$ cat config.mk
export PLATFORM = sky130hd
export DESIGN_NAME = enc_16x4_seq
export DESIGN_NICKNAME = d
export VERILOG_FILES = /design/src/rtl/enc_16x4_seq.sv
export SDC_FILE = /design/constraint.sdc
export NUM_CORES = 1
export LEC_CHECK = 0
export CAP_MARGIN = 40
export CELL_PAD_IN_SITES_DETAIL_PLACEMENT = 1
export CELL_PAD_IN_SITES_GLOBAL_PLACEMENT = 1
export CORE_MARGIN = 8
export CORE_UTILIZATION = 45
export CTS_CLUSTER_SIZE = 16
export DETAILED_ROUTE_END_ITERATION = 7
export PLACE_DENSITY = 0.93
export SKIP_CTS_REPAIR_TIMING = 1
export SYNTH_ARGS = -nofsm -noshare
export SYNTH_HDL_FRONTEND = slang
export SYNTH_SLANG_ARGS = --single-unit
export TNS_END_PERCENT = 5
$ cat constraint.sdc
create_clock -name clk -period 7.85 [get_ports clk]
set_input_delay 1.57 -clock clk [delete_from_list [all_inputs] [get_ports clk]]
set_output_delay 1.57 -clock clk [all_outputs]
set_load 0.005 [all_outputs]
$ cat src/rtl/enc_16x4_seq.sv
// enc_16x4_seq -- sequential 16-to-4 encoder (inverse of a 4x16 decoder).
//
// A 16-bit line word D is captured through a valid/ready handshake. Each set
// bit is then emitted as its 4-bit index {X,Y,Z,W}, one index per output
// handshake. The scan order is lowest-first (LSB_FIRST=1) or highest-first.
// Words that are not one-hot are flagged so faulty decoder outputs can be
// encoded back and checked by a scoreboard.
//
// Ports:
//   clk        rising-edge clock
//   rst        asynchronous active-high reset
//   in_valid   D is valid this cycle
//   in_ready   block can accept a word (IDLE and not in reset)
//   D[15:0]    line word, D[i] means index i
//   out_valid  {X,Y,Z,W} holds a valid code
//   out_ready  consumer accepts the current code
//   X,Y,Z,W    code bits 3..0
//   out_last   current code is the final one for the captured word
//   err_zero   one-cycle pulse after an all-zero word is accepted
//   err_multi  captured word has more than one bit set (held while emitting)
//   count[4:0] number of set bits in the captured word
module enc_16x4_seq #(
  parameter bit LSB_FIRST = 1'b1
) (
  input  logic        clk,
  input  logic        rst,
  input  logic        in_valid,
  output logic        in_ready,
  input  logic [15:0] D,
  output logic        out_valid,
  input  logic        out_ready,
  output logic        X,
  output logic        Y,
  output logic        Z,
  output logic        W,
  output logic        out_last,
  output logic        err_zero,
  output logic        err_multi,
  output logic [4:0]  count
);

  typedef enum logic {IDLE, EMIT} state_t;

  state_t      state;
  logic [15:0] pending;
  logic [3:0]  code;

  logic [4:0]  d_pop;
  logic [15:0] pend_next;
  logic [4:0]  next_pop;

  function automatic logic [4:0] popcount16(input logic [15:0] v);
    logic [4:0] n;
    n = '0;
    for (int i = 0; i < 16; i++) begin
      n = n + 5'(v[i]);
    end
    return n;
  endfunction

  // Index of the set bit to emit next. The loop direction is chosen so the
  // last match wins: scanning downward leaves the lowest set bit, scanning
  // upward leaves the highest.
  function automatic logic [3:0] pick_index(input logic [15:0] v);
    logic [3:0] idx;
    idx = '0;
    if (LSB_FIRST) begin
      for (int i = 15; i >= 0; i--) begin
        if (v[i]) idx = 4'(i);
      end
    end else begin
      for (int i = 0; i < 16; i++) begin
        if (v[i]) idx = 4'(i);
      end
    end
    return idx;
  endfunction

  assign d_pop     = popcount16(D);
  // The code register always names a set bit of pending while emitting, so
  // clearing that one bit retires exactly the code just handed off.
  assign pend_next = pending & ~(16'd1 << code);
  assign next_pop  = popcount16(pend_next);

  // in_ready is forced low while rst is held, independent of the state.
  assign in_ready = (state == IDLE) && !rst;

  assign {X, Y, Z, W} = code;

  always_ff @(posedge clk or posedge rst) begin
    if (rst) begin
      state     <= IDLE;
      pending   <= '0;
      code      <= '0;
      out_valid <= 1'b0;
      out_last  <= 1'b0;
      err_zero  <= 1'b0;
      err_multi <= 1'b0;
      count     <= '0;
    end else begin
      err_zero <= 1'b0;
      case (state)
        IDLE: begin
          if (in_valid) begin
            pending <= D;
            count   <= d_pop;
            if (D == '0) begin
              err_zero <= 1'b1;
            end else begin
              state     <= EMIT;
              out_valid <= 1'b1;
              code      <= pick_index(D);
              out_last  <= (d_pop == 5'd1);
              err_multi <= (d_pop > 5'd1);
            end
          end
        end
        EMIT: begin
          if (out_ready) begin
            pending <= pend_next;
            if (pend_next == '0) begin
              state     <= IDLE;
              out_valid <= 1'b0;
              out_last  <= 1'b0;
              err_multi <= 1'b0;
              code      <= '0;
            end else begin
              code     <= pick_index(pend_next);
              out_last <= (next_pop == 5'd1);
            end
          end
        end
        default: state <= IDLE;
      endcase
    end
  end

endmodule
==> run_1/met3.png <==
Bar = 20 um.
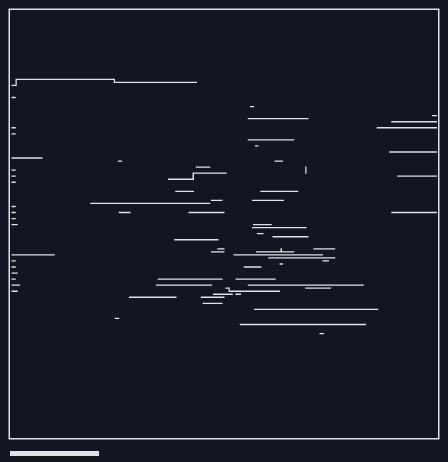
- share of all routed wire: 5.1%
- longest straight run: 28.1 um
- wire length on this layer: 482 um
- main direction: horizontal

==> run_1/met2.png <==
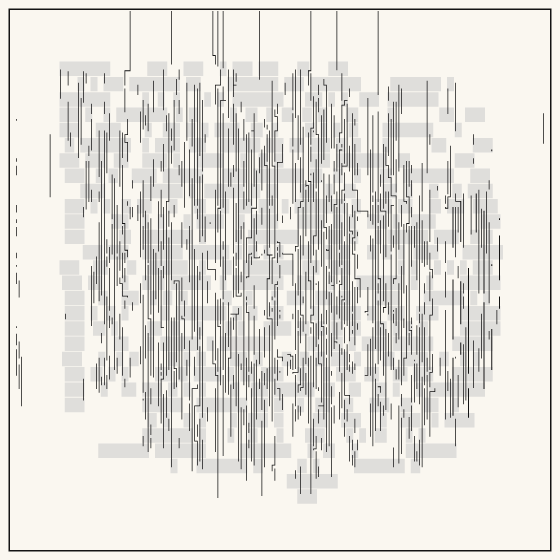
- nets with wire on the layer: 391
- wire length on this layer: 4560 um
- longest straight run: 34.3 um
- share of all routed wire: 48%

==> run_1/port_nets.png <==
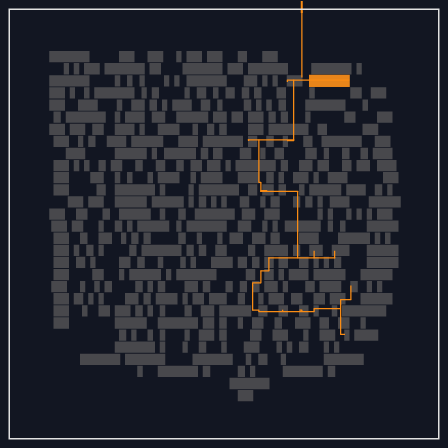
- orange: Y (bits 1; direction output; edge top; end cells 1; buffers 1; wire 160 um)

==> run_1/cell_classes.png <==
Fill, decap, tap and diode cells in gray.
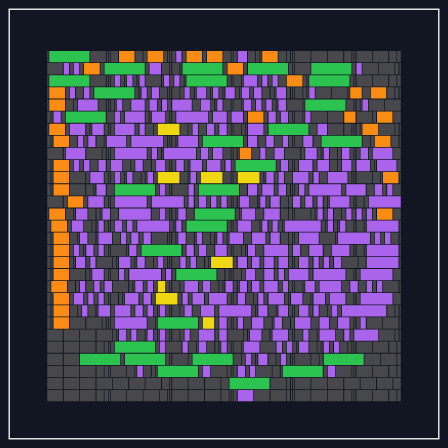
- purple: all other logic (cells 299)
- green: flip-flops (cells 30)
- orange: other buffers and delay cells (cells 36)
- yellow: clock drivers and dummy loads (cells 8)

==> results.yml, run 1 <==
# flow metrics
routing:
  dr.pass1.iters: 5
  drtIter0Drc: 216
  wl_met1_um: 4180
final_timing:
  rsz0062_at_grt: "no"
  finalHoldViolations: 0
  period_used_share: 0.714
  finalCriticalPeriod_ns: 5.60
  setup_viol: 0
synthesis:
  syn_nets: 396
  top_logic_kind: "AND-OR/OR-AND gates"
  edf_count: 0
  ys_cells: 344
  netlist_top_cells_count: "inv_1, nand2_1, dfrtp_1, nor2_1, a21oi_1"
  ys_ff: 30
  top_cells_by_area: "dfrtp_1, fa_1, inv_1"
  top_area_cell: "dfrtp_1"
worst_setup_path:
  crit_path_max_incr_delay_ns: 0.57
  r2r-start: "code[0]$_DFFE_PP0P_"
  crit_fanout: 6
  crit_path_cell_trace: "clkdlybuf4s50_1 > inv_1 > fa_1 > fa_1 > fa_1 > fa_1 > inv_1 > ha_1 > fa_1 > a211oi_1 > a31oi_1 > nor3_1 > a31oi_1 > a21oi_1"
  cp_top_family: "adder cells"
clock_tree:
  clk_pin_slew_worst_paths_ns: 0.07
  clkSinkCount: 30
final_layout:
  final-comb-area_mm2: 0.00191
  largestRegisters: "pending (16), count (5), code (4)"
  fin_util: 0.536
placed_design:
  io_buffers: 33
run_status:
  status: "completed"
floorplanning:
  rows: 29
  die_h_um: 96.2
  die-area_mm2: 0.00925
power:
  switching_share: 0.516
global_routing:
  grt_pass1_wl_um: 15300
run 1: layout make-up:
cell class | instances | share of cell area
timing repair buffer | 36 | 0.105
clock inverter | 2 | 0.00372
clock buffer | 6 | 0.0245
multi-input combinational | 256 | 0.567
sequential | 30 | 0.223
tap | 77 | 0.0286
inverter | 43 | 0.0480
run 1: final timing paths:
kind                                                 to  slack [ns]  depth (start not counted)
min in group asynchronous               state$_DFF_PP0_        1.71                          3
max in group asynchronous       pending[15]$_DFFE_PP0P_        5.84                          3
worst max register to register     out_last$_DFFE_PP0P_        2.78                         14
worst min register to register     count[3]$_DFFE_PP0P_        0.48                          2
worst max-delay path               out_last$_DFFE_PP0P_        2.25                         14
worst min-delay path               count[3]$_DFFE_PP0P_        0.48                          2
--- run 2 (diff from run 1) ---
--- a/config.mk
+++ b/config.mk
@@ -9,10 +9,10 @@
 export CELL_PAD_IN_SITES_DETAIL_PLACEMENT = 1
 export CELL_PAD_IN_SITES_GLOBAL_PLACEMENT = 1
 export CORE_MARGIN = 8
-export CORE_UTILIZATION = 45
+export CORE_UTILIZATION = 39
 export CTS_CLUSTER_SIZE = 16
 export DETAILED_ROUTE_END_ITERATION = 7
-export PLACE_DENSITY = 0.93
+export PLACE_DENSITY = 0.87
 export SKIP_CTS_REPAIR_TIMING = 1
 export SYNTH_ARGS = -nofsm -noshare
 export SYNTH_HDL_FRONTEND = slang
==> constraint.sdc (replaced) <==
create_clock -name clk -period 5 [get_ports clk]
set_input_delay 1 -clock clk [delete_from_list [all_inputs] [get_ports clk]]
set_output_delay 1 -clock clk [all_outputs]
set_load 0.005 [all_outputs]
==> run_2/cell_classes.png <==
Fill, decap, tap and diode cells in gray.
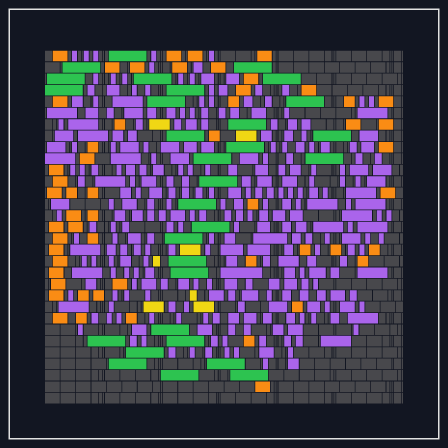
- yellow: clock drivers and dummy loads (cells 7)
- orange: other buffers and delay cells (cells 54)
- purple: all other logic (cells 299)
- green: flip-flops (cells 30)

==> run_2/final_placement.png <==
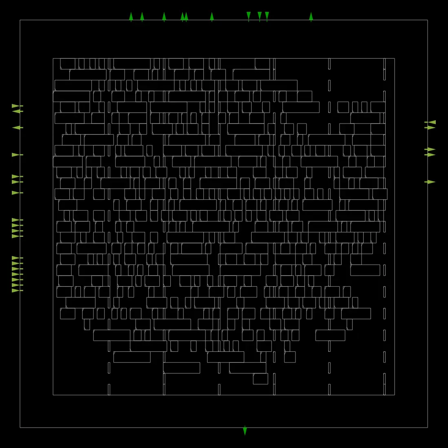
seq_cells: 30
sequential share of cell area: 0.214
utilization after layout: 0.487
Tap Cells: 99

==> run 2 against run 1 <==
- global-route usage is 2.7 points lower
- wire length is 1.4% lower
- flip-flop count stayed put
- final area is 4.4% higher
- count of clock-buffer cells in the layout is 1 lower
- combinational power is 64% higher
- utilization is 4.9 points lower
- critical path depth stayed put
- die area is 13% higher
- total power is 58% higher
- register-to-register slack worse by 2.4 ns
- cell count is 8.7% higher
- critical path type unchanged
==> results.yml, run 2 <==
# flow metrics
power:
  switching_share: 0.508
worst_setup_path:
  crit_path_max_incr_delay_ns: 0.54
  cp-endpoint: "out_last$_DFFE_PP0P_"
  crit_fanout: 3
  r2r-start: "code[1]$_DFFE_PP0P_"
  rr_worst_depth: 14
  rrSetupSlack_ns: 0.33
final_layout:
  clkCellAreaFrac: 0.0225
  largestClassByArea: "combinational gates"
  largestRegisters: "pending (16), count (5), code (4)"
  clkbuf_count: 5
  comb.multi_input.count: 256
  buf_share: 0.139
final_timing:
  period_used_share: 0.956
  finalHoldViolations: 0
routing:
  wl_met1_um: 4020
  drtIter0Drc: 111
synthesis:
  top_logic_kind: "AND-OR/OR-AND gates"
  ys_ff: 30
  ys_cells: 344
  top_area_cell: "dfrtp_1"
run_status:
  status: "completed"
floorplanning:
  die_h_um: 102
  rows: 31
clock_tree:
  clk_pin_slew_worst_paths_ns: 0.06
==> run 2: cell types whose count changed in the layout (fill, tap and decap cells not counted) <==
cell	delta
clkinvlp_4	-1
buf_4	+18
clkinv_2	+1
clkbuf_8	-1
==> run 2: power by group through the flow <==
| stage | sequential (W) | combinational, W | clock (W) |
|---|---|---|---|
| final | 0.000487 | 0.00210 | 0.000185 |
| after global placement | 0.000480 | 0.00198 | 0 |
| after CTS | 0.000482 | 0.00214 | 0.000189 |
| after detailed placement | 0.000486 | 0.00214 | 0 |
| after floorplan | 0.000425 | 0.00150 | 0 |
| after global routing | 0.000501 | 0.00245 | 0.000199 |
==> run 2: worst min-delay path: cells and delay by family (launching register included) <==
kind / cells / cell delay [ns]
flops: 1 / 0.34
simple gates: 2 / 0.11
--- run 3 (diff from run 2) ---
--- a/config.mk
+++ b/config.mk
@@ -8,6 +8,7 @@
 export CAP_MARGIN = 40
 export CELL_PAD_IN_SITES_DETAIL_PLACEMENT = 1
 export CELL_PAD_IN_SITES_GLOBAL_PLACEMENT = 1
+export CORE_ASPECT_RATIO = 0.9
 export CORE_MARGIN = 8
 export CORE_UTILIZATION = 39
 export CTS_CLUSTER_SIZE = 16
==> run_3/met3.png <==
Bar = 20 um.
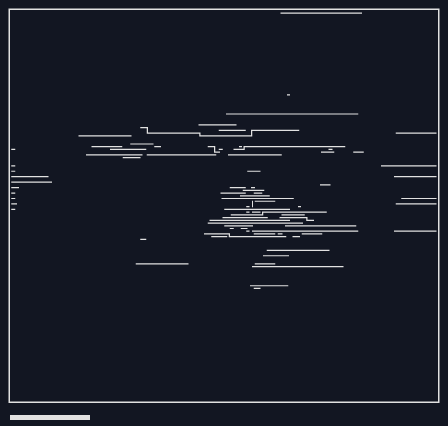
- wire length on this layer: 652 um
- nets with wire on the layer: 59
- longest straight run: 32.7 um

==> run_3/cell_classes.png <==
Fill, decap, tap and diode cells in gray.
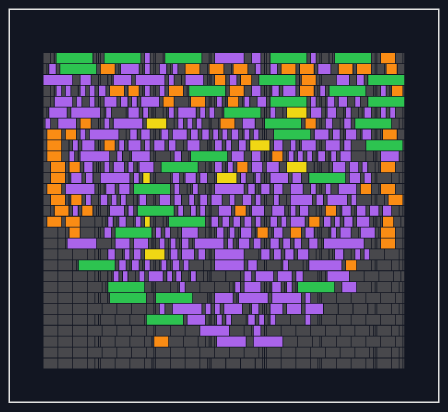
- orange: other buffers and delay cells (cells 58)
- green: flip-flops (cells 30)
- purple: all other logic (cells 299)
- yellow: clock drivers and dummy loads (cells 8)

==> run 3 against run 2 <==
- clock skew rose by 0.0010 ns
- count of clock-buffer cells in the layout rose by 2
- first-iteration DRC count rose by 41%
- cell count fell by 0.20%
- worst hold slack improved by 0.0051 ns
- maximum frequency fell by 0.80%
- highest routed layer unchanged
- register-to-register slack got worse by 0.07 ns
- critical path type unchanged
==> results.yml, run 3 <==
# flow metrics
final_layout:
  sh_comb_area: 0.540
  seq_cells: 30
  buf_share: 0.145
  clkCellAreaFrac: 0.0256
  comb.multi_input.count: 256
  clkbuf_count: 7
  final-comb-area_mm2: 0.00192
  seq_share: 0.211
  inv_count: 43
  fin_util: 0.501
  largestRegisters: "pending (16), count (5), code (4)"
synthesis:
  netlist_top_cells_count: "inv_1, nand2_1, dfrtp_1, nor2_1, a21oi_1"
  edf_count: 0
  syn_nets: 396
  top_logic_kind: "AND-OR/OR-AND gates"
  top_area_cell: "dfrtp_1"
worst_setup_path:
  cp_top_family: "adder cells"
  rr_worst_depth: 14
  r2r-start: "code[2]$_DFFE_PP0P_"
  crit_fanout: 2
  cp-endpoint: "out_last$_DFFE_PP0P_"
  crit_cells: 15
  r2r_end: "out_last$_DFFE_PP0P_"
run_status:
  status: "completed"
floorplanning:
  die-area_mm2: 0.0104
  rows: 29
  nWellTaps: 93
  die_h_um: 97.7
routing:
  drtIter0Drc: 156
  wl_met1_um: 4470
  dr.pass1.iters: 5
final_timing:
  setup_viol: 0
  finalHoldViolations: 0
  finalCriticalPeriod_ns: 4.82
  period_used_share: 0.963
min_path:
  whs_endpoint: "count[1]$_DFFE_PP0P_"
  whs_path_depth: 2
clock_tree:
  clkSinkCount: 30
power:
  switching_share: 0.510
global_routing:
  grt_pass1_wl_um: 16600
-- run 3: cell counts after synthesis --
No cell type changed its count.
-- run 3: power by group through the flow --
stage / combinational [W] / clock [W] / sequential [W]
after floorplan: 0.00150 / 0 / 0.000425
after CTS: 0.00215 / 0.000214 / 0.000490
final: 0.00217 / 0.000212 / 0.000499
after global routing: 0.00244 / 0.000224 / 0.000512
after global placement: 0.00196 / 0 / 0.000480
after detailed placement: 0.00212 / 0 / 0.000493
-- run 3: worst min-delay path, stage by stage (launching register included) --
cell and delay (ns):
dfrtp_1 0.34, nand2_1 0.05, nand2_1 0.06
Power and IR drop assume default switching activity.
